===== src/rtl/dispatch_multi.sv =====
// Multi-unit dispatch controller: AEG register file, CAEP0/CAEP1 decode, unit reset/start sequencing.
// Optional watchdog on the BUSY phase is enabled by defining DISPATCH_WDOG_EN.
module dispatch_multi #(
  parameter int unsigned FREQ   = 0,
  parameter int unsigned PART   = 0,
  parameter int unsigned NA     = 8,
  parameter int unsigned NU     = 4,
  parameter int unsigned HOLD   = 3,
  parameter int unsigned WDOG_W = 32
) (
  input  logic          clk,
  input  logic          reset_n,
  input  logic          disp_inst_vld,
  input  logic [4:0]    disp_inst,
  input  logic [17:0]   disp_aeg_idx,
  input  logic          disp_aeg_rd,
  input  logic          disp_aeg_wr,
  input  logic [63:0]   disp_aeg_wr_data,
  output logic [17:0]   disp_aeg_cnt,
  output logic [15:0]   disp_exception,
  output logic [63:0]   disp_rtn_data,
  output logic          disp_rtn_data_vld,
  output logic          disp_idle,
  output logic          disp_stall,
  input  logic [3:0]    num_ae,
  output logic [15:0]   ctlQueWidth,
  output logic [47:0]   ctlQueBase,
  output logic [NU-1:0] start,
  output logic          reset_top,
  input  logic [NU-1:0] busy
);

  localparam int unsigned IW = $clog2(NA);
  localparam logic [3:0] HoldC = 4'(HOLD);
  localparam logic [63:0] MaskRst = {{(64 - NU){1'b0}}, {NU{1'b1}}};
  localparam bit ParamsOk = (NA >= 7) && (NA <= 64) && (NU >= 1) && (NU <= 16) &&
                            (HOLD >= 1) && (HOLD <= 15) && (WDOG_W >= 1) && (WDOG_W <= 64);

  if (!ParamsOk) begin : g_bad_params
    $error("dispatch_multi: parameter out of legal range");
  end

  typedef enum logic [1:0] {StIdle, StReset, StStart, StBusy} state_e;

  state_e          state_q, state_d;
  logic [3:0]      cnt_q, cnt_d;
  logic [NU-1:0]   mask_q, mask_d, done_q, done_d, busy_prev_q, start_q, start_d;
  logic            caep1_q, caep1_d, idle_q;
  logic [15:0]     exc_q, exc_d;
  logic [63:0]     rtn_q, rtn_d;
  logic            rtn_vld_q;
  logic [63:0]     aeg_q [NA];
  logic [63:0]     aeg_d [NA];
  logic [63:0]     status;
  logic            kick, idx_ok, wdog_exp, caep1_eff;
  logic [IW-1:0]   widx;
  logic [15:0]     que_w;

  assign kick   = disp_inst_vld && (disp_inst <= 5'd1);
  assign idx_ok = disp_aeg_idx < 18'(NA);
  assign widx   = disp_aeg_idx[IW-1:0];

`ifdef DISPATCH_WDOG_EN
  logic [WDOG_W-1:0] wdog_q, wdog_d;

  always_comb begin
    wdog_d   = wdog_q;
    wdog_exp = 1'b0;
    if (state_q == StStart) begin
      wdog_d = '0;
    end else if (state_q == StBusy) begin
      wdog_d   = wdog_q + 1'b1;
      wdog_exp = (aeg_q[6] != 64'd0) && (wdog_d == aeg_q[6][WDOG_W-1:0]);
    end
  end

  always_ff @(posedge clk or negedge reset_n) begin
    if (!reset_n) wdog_q <= '0;
    else          wdog_q <= wdog_d;
  end
`else
  assign wdog_exp = 1'b0;
`endif

  always_comb begin
    state_d = state_q;
    cnt_d   = cnt_q;
    mask_d  = mask_q;
    done_d  = done_q;
    caep1_d = caep1_q;
    unique case (state_q)
      StIdle: begin
        if (kick) begin
          mask_d  = aeg_q[5][NU-1:0];
          done_d  = '0;
          cnt_d   = HoldC;
          caep1_d = (disp_inst == 5'd1);
          state_d = StReset;
        end
      end
      StReset: begin
        if (cnt_q == 4'd0) state_d = StStart;
        else               cnt_d   = cnt_q - 4'd1;
      end
      StStart: begin
        cnt_d   = HoldC;
        state_d = StBusy;
      end
      StBusy: begin
        done_d = done_q | (busy_prev_q & ~busy & mask_q);
        // Watchdog expiry abandons the operation without reporting completion.
        if (wdog_exp) begin
          state_d = StIdle;
        end else if (|(busy & mask_q)) begin
          cnt_d = HoldC;
        end else if (cnt_q == 4'd0) begin
          state_d = StIdle;
          done_d  = done_d | mask_q;
        end else begin
          cnt_d = cnt_q - 4'd1;
        end
      end
      default: state_d = StIdle;
    endcase
    start_d = (state_d == StStart) ? mask_q : '0;
  end

  always_comb begin
    exc_d    = '0;
    exc_d[0] = disp_inst_vld && (disp_inst > 5'd1);
    exc_d[1] = (disp_aeg_rd || disp_aeg_wr) && !idx_ok;
    exc_d[2] = wdog_exp;
    exc_d[3] = kick && (state_q != StIdle);
  end

  always_comb begin
    for (int i = 0; i < NA; i++) begin
      aeg_d[i] = aeg_q[i];
      if (disp_aeg_wr && idx_ok && (widx == IW'(i))) begin
        if (i == 5)               aeg_d[i] = {{(64 - NU){1'b0}}, disp_aeg_wr_data[NU-1:0]};
        else if (i < 2 || i > 4)  aeg_d[i] = disp_aeg_wr_data;
      end
    end
    aeg_d[1] = aeg_d[1] | {48'd0, exc_q};
    aeg_d[2] = '0;
    aeg_d[3] = '0;
    aeg_d[4] = '0;
  end

  always_comb begin
    status           = '0;
    status[0]        = (state_d == StIdle);
    status[8 +: NU]  = done_q;
    status[24 +: NU] = busy;
    rtn_d = '0;
    if (disp_aeg_rd) begin
      if (!idx_ok) begin
        rtn_d = 64'hdeadbeefdeadbeef;
      end else begin
        case (widx)
          IW'(2):  rtn_d = 64'(PART);
          IW'(3):  rtn_d = {28'd0, num_ae, 16'(FREQ), 8'h01, 8'(NU)};
          IW'(4):  rtn_d = status;
          default: rtn_d = aeg_q[widx];
        endcase
      end
    end
  end

  always_ff @(posedge clk or negedge reset_n) begin
    if (!reset_n) begin
      state_q     <= StIdle;
      cnt_q       <= '0;
      mask_q      <= '0;
      done_q      <= '0;
      busy_prev_q <= '0;
      start_q     <= '0;
      caep1_q     <= 1'b0;
      idle_q      <= 1'b1;
      exc_q       <= '0;
      rtn_q       <= '0;
      rtn_vld_q   <= 1'b0;
      for (int i = 0; i < NA; i++) aeg_q[i] <= (i == 5) ? MaskRst : 64'd0;
    end else begin
      state_q     <= state_d;
      cnt_q       <= cnt_d;
      mask_q      <= mask_d;
      done_q      <= done_d;
      busy_prev_q <= busy;
      start_q     <= start_d;
      caep1_q     <= caep1_d;
      idle_q      <= (state_d == StIdle);
      exc_q       <= exc_d;
      rtn_q       <= rtn_d;
      rtn_vld_q   <= disp_aeg_rd;
      for (int i = 0; i < NA; i++) aeg_q[i] <= aeg_d[i];
    end
  end

  // In IDLE the flag is not latched yet, so a kick is classified from the live opcode.
  assign caep1_eff = (state_q == StIdle) ? (disp_inst == 5'd1) : caep1_q;
  assign disp_stall = !caep1_eff && (!idle_q || kick);

  assign que_w             = aeg_q[0][63:48];
  assign ctlQueWidth       = (que_w < 16'd9 || que_w > 16'd25) ? 16'd9 : que_w;
  assign ctlQueBase        = aeg_q[0][47:0];
  assign disp_aeg_cnt      = 18'(NA);
  assign disp_exception    = exc_q;
  assign disp_rtn_data     = rtn_q;
  assign disp_rtn_data_vld = rtn_vld_q;
  assign disp_idle         = idle_q;
  assign reset_top         = idle_q;
  assign start             = start_q;

endmodule

===== config.mk =====
export PLATFORM = sky130hd
export DESIGN_NAME = dispatch_multi
export DESIGN_NICKNAME = d
export VERILOG_FILES = /design/src/rtl/dispatch_multi.sv
export SDC_FILE = /design/constraint.sdc
export NUM_CORES = 1
export LEC_CHECK = 0
export CORE_MARGIN = 4
export CORE_UTILIZATION = 53
export DETAILED_ROUTE_END_ITERATION = 8
export PLACE_DENSITY = 0.8
export SLEW_MARGIN = 20
export SYNTH_ARGS = -nofsm -noshare
export SYNTH_HDL_FRONTEND = slang
export SYNTH_SLANG_ARGS = --single-unit

===== constraint.sdc =====
create_clock -name clk -period 2.25 [get_ports clk]
set_clock_uncertainty 0.1 [all_clocks]
set_input_delay 0.5625 -clock clk [delete_from_list [all_inputs] [get_ports clk]]
set_output_delay 0.5625 -clock clk [all_outputs]
set_load 0.01 [all_outputs]

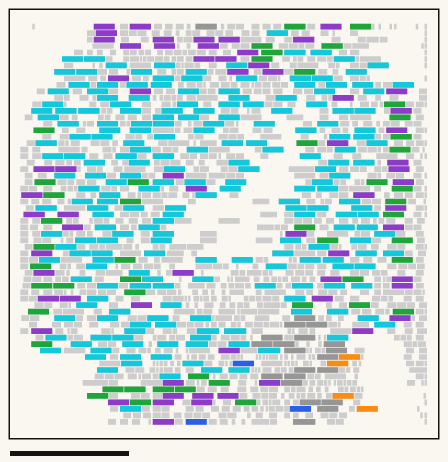
Run 1: sequential cells colored by netlist name
Bar = 50 um.
netlist name	color	sequential cells
cnt_q	orange	4
disp_rtn_data	purple	64
aeg_q	cyan	212
ctlQueBase	green	48
disp_exception	blue	3
not colored	21
sequential power: 6.53 mW
flop share of the area: 44.52%
utilization after layout: 68.61%
Flop area: 8815 um^2

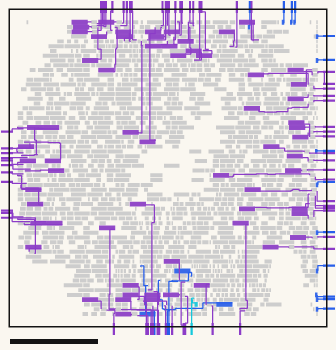
Run 1: nets reached from selected ports
Bar = 50 um.
port	color	bits	direction	end cells	wire
disp_rtn_data	purple	64	output	64	1,850 um
disp_exception	blue	16	output	16	241 um
disp_stall	cyan	1	output	1	20.3 um
IO buf count: 227
I/O pin total: 270

==> run notes, run 1 <==
run results: status complete, but fails checks, failing checks negative setup slack, RSZ-0062 raised after global routing true, Final setup viols 5, layout cells sized above 1 27.60%, worst hold endpoint disp_rtn_data[0]$_DFF_PN0_, # fillers 1,979, Lkg Pwr 9.460 nW, Fin. Hold Viols 0, overall routing resource usage 23.29%, R2R depth 7, Starting DRT DRC Count 738, fin worst setup slack -0.4234 ns, CP Launch Type register, CP Data Required Time 1.59 ns, Area Overhead vs Synth 26.73%, combinational gate power 1.36 mW, sequential area share after synthesis 56.42%, clk_lat worst skew 0.51 ns, root buffer cell clkbuf_16, Cell Chain, Critical Path nor4_1 > buf_4 > nand4_1 > or3_1 > buf_2, grt ovf 0, H-Tree Depth 2, Synth flops 352, critical path class register to output pin, yosys warning tally 0, Post-DRT Antenna Nets 0, CP max-delay cell or3_1, flip-flops with a built-in enable 0, worst min-delay path class primary input to register, Power Internal 10.65 mW, DRC violations left 0, Dominant flop cell dfrtp_1, WL final 37.90 mm, largest net degree at the start of global routing 67
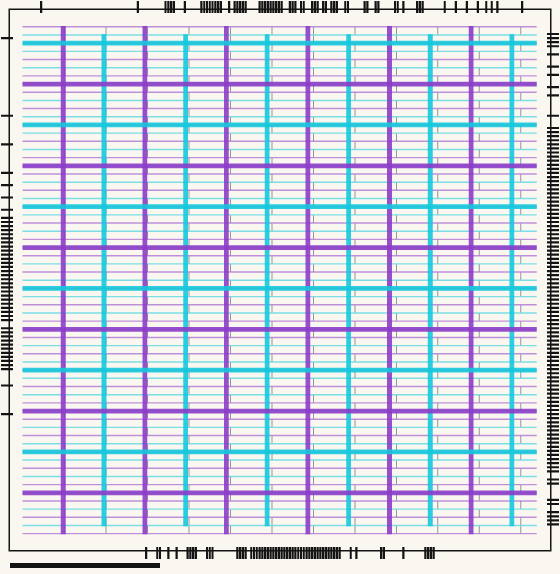
Run 1: supply network
Bar = 50 um. Pins as bars on the die edge. Tap cells in gray.
net	color
VSS	purple
VDD	cyan
tap cells	384
signal pins	270
rows	62
Die Y: 179.7 um
Peak supply drop: 0.0004283 V
chip width: 179.7 um
Core ar.: 28,860 um^2

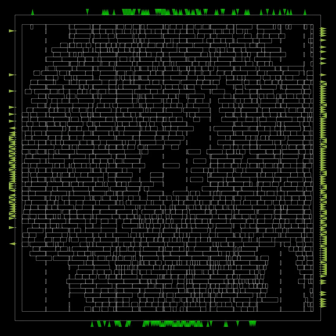
Run 1: placement view
Site Rows: 62
flop count: 352

run 1: worst max-delay path by stage:
stage	start	slack [ns]	depth (start not counted)	to
global route	aeg_q[503]$_DFFE_PN0P_	-0.53	5	ctlQueWidth[3]
global placement	disp_inst[4]	-0.53	5	disp_stall
CTS	aeg_q[505]$_DFFE_PN0P_	-0.47	5	ctlQueWidth[3]
floorplan	disp_aeg_idx[4]	0.02	7	aeg_q[496]$_DFFE_PN0P_
detailed placement	disp_inst[4]	-0.61	5	disp_stall
finish	aeg_q[503]$_DFFE_PN0P_	-0.42	5	ctlQueWidth[3]
run 1: final cells by class:
| type | instances | area, um^2 | share of cell area (%) |
|---|---|---|---|
| Sequential cell | 352 | 8815 | 44.52 |
| Clock buffer | 57 | 1094 | 5.523 |
| Antenna cell | 1 | 2.502 | 0.01264 |
| Multi-Input combinational cell | 700 | 5992 | 30.26 |
| Tap cell | 384 | 480.5 | 2.427 |
| Inverter | 11 | 41.29 | 0.2085 |
| Clock inverter | 7 | 91.34 | 0.4613 |
| Timing Repair Buffer | 326 | 3283 | 16.58 |
run 1: metal layers:
metal	global-route usage (%)	vias to the layer above	share of wire (%)
li1	-	4677	-
met1	31.53	5355	42
met2	39.01	362	49
met3	4.386	64	6.0
met4	6.340	2	2.5
met5	0	-	0.021
run 1: state kept, by name, indices dropped and copies added, names as in the netlist:
name and cells:
aeg_q 212, disp_rtn_data 64, ctlQueBase 48, busy_prev_q 4, cnt_q 4, done_q 4
mask_q 4, start 4, disp_exception 3, state_q 2, caep1_q 1, disp_idle 1
disp_rtn_data_vld 1
run 1: logic make-up after synthesis:
| group | count (synthesis) | synth area share [%] |
|---|---|---|
| AOI/OAI and AO/OA | 228 | 10.47 |
| adders and majority gates | 1 | 0.08008 |
| buffers and inverters | 179 | 6.695 |
| DFF | 352 | 56.42 |
| muxes | 314 | 22.32 |
| other | 2 | 0.04807 |
| and+or+nand+nor | 115 | 3.965 |
run 1: per-stage QoR:
step	total power, mW	setup slack, ns	setup TNS (ns)
floorplan	7.260	0.02276	0
global placement	7.971	-0.5339	-118.63
detailed placement	8.006	-0.6085	-122.81
CTS	13.99	-0.4652	-1.994
global route	14.41	-0.5305	-2.486
finish	13.89	-0.4234	-1.948
run 1: Yosys cell counts, types with 6 or more instances:
library cell / instances / area [um^2]
o21ai_0: 15 / 75.07
or3_1: 7 / 43.79
nor2b_1: 8 / 50.05
nand2_1: 24 / 90.09
dfrtp_1: 347 / 8683
buf_1: 20 / 75.07
o21a_1: 38 / 285.3
buf_2: 23 / 115.1
mux2i_1: 39 / 390.4
clkbuf_1: 33 / 123.9
mux2_1: 60 / 675.7
mux2_2: 215 / 2421
nor2_1: 35 / 131.4
and2_1: 10 / 62.56
buf_4: 92 / 690.7
a21oi_1: 50 / 250.2
inv_1: 10 / 37.54
o22a_1: 14 / 122.6
a21boi_0: 6 / 45.04
a221oi_1: 42 / 367.9
a22oi_1: 40 / 300.3
run 1: timing repair:
| action | CTS | global route |
|---|---|---|
| setup buffers | 3 | 0 |
| gates resized | 35 | 15 |
| endpoints found under the setup margin | 8 | 190 |
| hold buffers | 1 | 0 |
| hold endpoints to repair | 26 | 0 |
| pin swaps | 11 | 8 |
Run 1, placement density heat map:
Bar = 50 um. 18 x 18 tiles, from white (low) to dark blue (high), 0 to 100% covered.
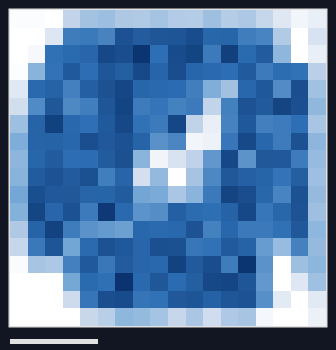

==> run 2: changes to the inputs <==
--- a/config.mk
+++ b/config.mk
@@ -7,6 +7,7 @@
 export LEC_CHECK = 0
 export CORE_MARGIN = 4
 export CORE_UTILIZATION = 53
+export CTS_BUF_LIST = sky130_fd_sc_hd__clkbuf_4
 export DETAILED_ROUTE_END_ITERATION = 8
 export PLACE_DENSITY = 0.8
 export SLEW_MARGIN = 20
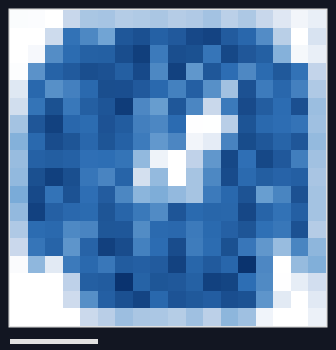
Run 2: placement density heat map
Bar = 50 um. 18 x 18 tiles, from white (low) to dark blue (high), 0 to 100% covered.
mean over tiles	59%
fullest tile	99%
emptiest ninth of the die	south-west
tiles over 75% full	45%
nearly empty tiles	8.0%
utilization after layout: 67.94%
floorplan core density: 54.14%

==> run notes, run 2 <==
run results: Dominant flop cell dfrtp_1, CP max-delay cell or3_1, top cells by count dfrtp_1 (347), mux2_2 (215), buf_4 (92), yosys warning tally 0 (unchanged), WL final 37.47 mm (-1.1%), fin worst setup slack -0.6142 ns (-0.1908 ns), I/O pin total 270 (unchanged), Cell Chain, Critical Path nor4_1 > buf_4 > nand4_1 > or3_1 > buf_2, pre-CTS setup slack -0.6085 ns (unchanged), status complete, but fails checks, layout cells sized above 1 31.55% (+4.0 points), max FFs per register 212 (unchanged), Final setup viols 6 (+1), Post-DRT Antenna Nets 0 (unchanged), sequential area share after synthesis 56.42% (unchanged), worst hold endpoint disp_rtn_data[0]$_DFF_PN0_, CP Data Required Time 1.59 ns (about the same), worst min-delay path class primary input to register, largest net degree at the start of global routing 67 (unchanged), Yosys top cell by area dfrtp_1, setup TNS -2.840 ns (-0.8926 ns), # fillers 2,079 (+5.1%), Max-area cell share 55.58% (unchanged), Flop area 8815 um^2 (unchanged), Synth flops 352 (unchanged), Lkg Pwr 10.05 nW (+6.2%), Die Y 179.7 um (unchanged), R2R depth 6 (-1), root buffer cell clkbuf_4, Main area contributors dfrtp_1 (56%), mux2_2 (15%), buf_4 (4.4%), failing checks negative setup slack, Starting DRT DRC Count 635 (-14%), MI comb area 5966 um^2 (-0.44%)
[run 2: worst register-to-register path: stages (launching register included)]
cell and delay [ns]:
dfrtp_1 0.42, buf_4 0.15, buf_4 0.14, and2_1 0.20
and4_1 0.23, o21a_1 0.21, o31a_1 0.30
[run 2: cells by family (layout without fill, tap and decap cells)]
| logic type | after synthesis | in the layout | synth area share [%] |
|---|---|---|---|
| buffers and inverters | 179 | 485 | 6.695 |
| DFF | 352 | 352 | 56.42 |
| adders and majority gates | 1 | 1 | 0.08008 |
| other | 2 | 44 | 0.04807 |
| and+or+nand+nor | 115 | 115 | 3.965 |
| AOI/OAI and AO/OA | 228 | 228 | 10.47 |
| muxes | 314 | 314 | 22.32 |
[run 2: repair_timing]
item | CTS | global route
hold buffers | 1 | 0
gates resized | 144 | 14
hold endpoints to repair | 129 | 0
setup buffers | 9 | 1
setup endpoints to repair | 116 | 17
pin swaps | 12 | 4
[run 2: per-layer routing]
metal	global-route usage, %	vias up	share of wire, %
li1	-	4849	-
met1	30.35	5446	42
met2	38.87	373	50
met3	5.841	40	7.1
met4	5.882	2	1.2
met5	0	-	0.035
[run 2: stage by stage]
stage	cells	cell area, um^2	hold WS (ns)	util (%)	power [mW]
after floorplan	1231	15770	0.1669	-	7.260
after global placement	1769	18570	0.3776	64.34	7.971
after detailed placement	1769	18570	0.3833	64.34	8.006
after CTS	1920	19560	0.1526	67.77	13.20
after global routing	1923	19610	0.1699	67.94	13.70
final	1923	19610	0.2159	67.94	13.04
[run 2: final cells by class]
type | instances | share of cell area [%]
inverter | 11 | 0.2106
clock buffer | 129 | 4.940
multi-input combinational | 700 | 30.43
antenna | 2 | 0.02553
sequential | 352 | 44.96
timing repair buffer | 333 | 16.52
tap | 384 | 2.451
clock inverter | 12 | 0.4595
[run 2: report_power, final]
group / leakage [nW] / internal (mW) / switching [mW]
combinational: 4.69 / 0.629 / 0.752
sequential: 4.75 / 6.45 / 0.0740
clock: 0.618 / 2.71 / 2.43
[run 2: worst max-delay path by stage]
stage                                       from  slack [ns]                      to
after floorplan                  disp_aeg_idx[4]        0.02  aeg_q[496]$_DFFE_PN0P_
after global placement              disp_inst[4]       -0.53              disp_stall
after detailed placement            disp_inst[4]       -0.61              disp_stall
after CTS                 aeg_q[505]$_DFFE_PN0P_       -0.69          ctlQueWidth[3]
after global routing      aeg_q[503]$_DFFE_PN0P_       -0.77          ctlQueWidth[3]
final                     aeg_q[503]$_DFFE_PN0P_       -0.61          ctlQueWidth[3]
Run 2, sequential cells colored by netlist name:
Bar = 50 um.
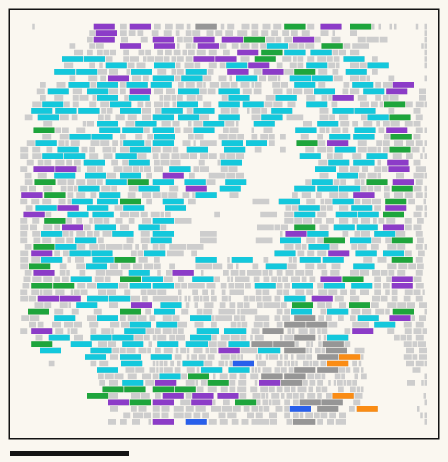

==> run 3: changes to the inputs <==
--- a/config.mk
+++ b/config.mk
@@ -8,6 +8,7 @@
 export CORE_MARGIN = 4
 export CORE_UTILIZATION = 53
 export CTS_BUF_LIST = sky130_fd_sc_hd__clkbuf_4
+export CTS_CLUSTER_SIZE = 25
 export DETAILED_ROUTE_END_ITERATION = 8
 export PLACE_DENSITY = 0.8
 export SLEW_MARGIN = 20
==> constraint.sdc (replaced) <==
create_clock -name clk -period 2.25 [get_ports clk]
set_clock_uncertainty 0.1 [all_clocks]
set_input_delay 0.225 -clock clk [delete_from_list [all_inputs] [get_ports clk]]
set_output_delay 0.225 -clock clk [all_outputs]
set_load 0.01 [all_outputs]
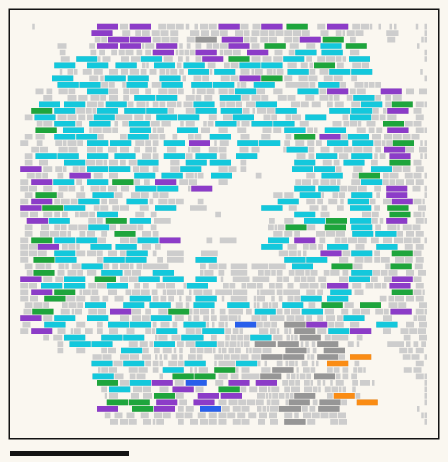
Run 3: sequential cells colored by netlist name
Bar = 50 um.
netlist name	color	sequential cells
disp_rtn_data	purple	64
ctlQueBase	green	48
disp_exception	blue	3
cnt_q	orange	4
aeg_q	cyan	212
not colored	21
sequential power: 6.54 mW
flop share of the area: 45.14%
utilization after layout: 67.67%

==> run notes, run 3 <==
run results: status complete, but fails checks, failing checks negative setup slack, Max-area cell share 55.58% (unchanged), # fillers 2,044 (-1.7%), max layer used met4, Final setup viols 5 (-1), Main area contributors dfrtp_1 (56%), mux2_2 (15%), buf_4 (4.4%), initial antenna violation count 2, WL final 37.82 mm (+0.94%), Dominant flop cell dfrtp_1, worst min-delay path class primary input to register, pre-CTS setup slack -0.1433 ns (+0.4653 ns), fmax 394.2 MHz, Die Y 179.7 um (unchanged), clk_lat worst skew 0.68 ns, Fin. Hold Viols 0, HPWL reported at the end of detailed placement 25.12 mm, reg2reg start cnt_q[0]$_DFFE_PN0P_, top cells by count dfrtp_1 (347), mux2_2 (215), buf_4 (92), yosys warning tally 0 (unchanged), sw power 3.308 mW (+1.7%), I/O pin total 270 (unchanged), Synth flops 352 (unchanged), fin worst setup slack -0.2870 ns (+0.3271 ns), max FFs per register 212 (unchanged), Post-DRT Antenna Nets 0 (unchanged), Lkg Pwr 9.410 nW (-6.4%), Power Internal 10.00 mW (+2.2%), clock group share of total power 40.8% (+1.4 points), root buffer cell clkbuf_4, Yosys top cell by area dfrtp_1, Log Warnings 29, floorplan core density 54.14% (unchanged), switching share of total power 24.85% (-0.096 points), sequential area share after synthesis 56.42% (unchanged), Seq pwr share 49.1% (-0.9 points), Starting DRT DRC Count 640 (+0.79%), Gate power share 10.1% (-0.5 points), DRT met1 WL 16.11 mm (+2.6%), WL/cell 19.84 um, CP Launch Point aeg_q[510]$_DFFE_PN0P_, largest net degree at the start of global routing 64 (-4.5%), power density cells 681.7 nW/um^2, CP Data Required Time 1.92 ns (+0.33 ns), met2 WL post-DR 18.19 mm (-2.5%), WL met3 2.624 mm (-1.3%), layout cells sized above 1 29.67% (-1.9 points), DRC violations left 0, die area 32,290 um^2
run 3: worst paths after layout:
check	depth (start not counted)	end	slack, ns
max	5	ctlQueWidth[0]	-0.29
min	2	caep1_q$_DFFE_PN0P_	0.10
max reg2reg	6	start[2]$_DFF_PN0_	0.42
min reg2reg	1	aeg_q[10]$_DFFE_PN0P_	0.40
max in group asynchronous	3	disp_idle$_DFF_PN1_	1.55
min in group asynchronous	3	aeg_q[503]$_DFFE_PN0P_	0.11
run 3: per-layer routing:
| metal | vias up | global-route usage [%] |
|---|---|---|
| li1 | 4790 | - |
| met1 | 5394 | 30.71 |
| met2 | 392 | 37.80 |
| met3 | 61 | 5.962 |
| met4 | 0 | 7.894 |
| met5 | - | 0 |
run 3: critical path: stages (launching register included):
cell and delay (ns):
dfrtp_1 0.40, nor4_2 0.30, buf_4 0.16, nand4_1 0.14, or3_1 0.38, buf_2 0.15
run 3: final cells by class:
class / count / area, um^2 / share of cell area, %
Clock inverter: 17 / 95.09 / 0.4870
Clock buffer: 141 / 1059 / 5.421
Multi-Input combinational cell: 700 / 5957 / 30.51
Antenna cell: 2 / 5.005 / 0.02563
Timing Repair Buffer: 299 / 3075 / 15.75
Tap cell: 384 / 480.5 / 2.460
Sequential cell: 352 / 8815 / 45.14
Inverter: 11 / 41.29 / 0.2114
run 3: stage by stage:
stage	std cells	TNS, ns	power [mW]	area [um^2]	hold WS, ns
after CTS	1903	-1.433	13.47	19510	0.01517
after global routing	1906	-1.822	13.97	19530	0.05092
after floorplan	1231	0	7.260	15770	-0.1706
after global placement	1737	-25.91	7.930	18280	0.07918
final	1906	-1.128	13.31	19530	0.1025
after detailed placement	1737	-21.94	7.973	18280	0.09101
run 3: timing repair:
action / 4_1_cts / 5_1_grt
endpoints found under the hold margin: 358 / 1
setup endpoints to repair: 6 / 5
gates resized: 24 / 0
hold buffers: 7 / 1
buffers inserted: 1 / 0
pin swaps: 6 / 3
run 3: kinds of logic after synthesis:
logic type	synth area share [%]
AND-OR/OR-AND	10.47
flip-flops	56.42
AND/OR/NAND/NOR	3.965
multiplexers	22.32
other	0.04807
adder cells (fa/ha/maj)	0.08008
buffers and inverters	6.695
run 3: power groups by stage:
stage / Sequential (mW) / Clock, mW / Combinational [mW]
global placement: 6.64 / 0 / 1.29
floorplan: 6.65 / 0 / 0.608
finish: 6.54 / 5.43 / 1.35
CTS: 6.54 / 5.59 / 1.35
detailed placement: 6.64 / 0 / 1.33
global route: 6.55 / 5.95 / 1.47
Power is estimated from default activity; no workload was simulated.
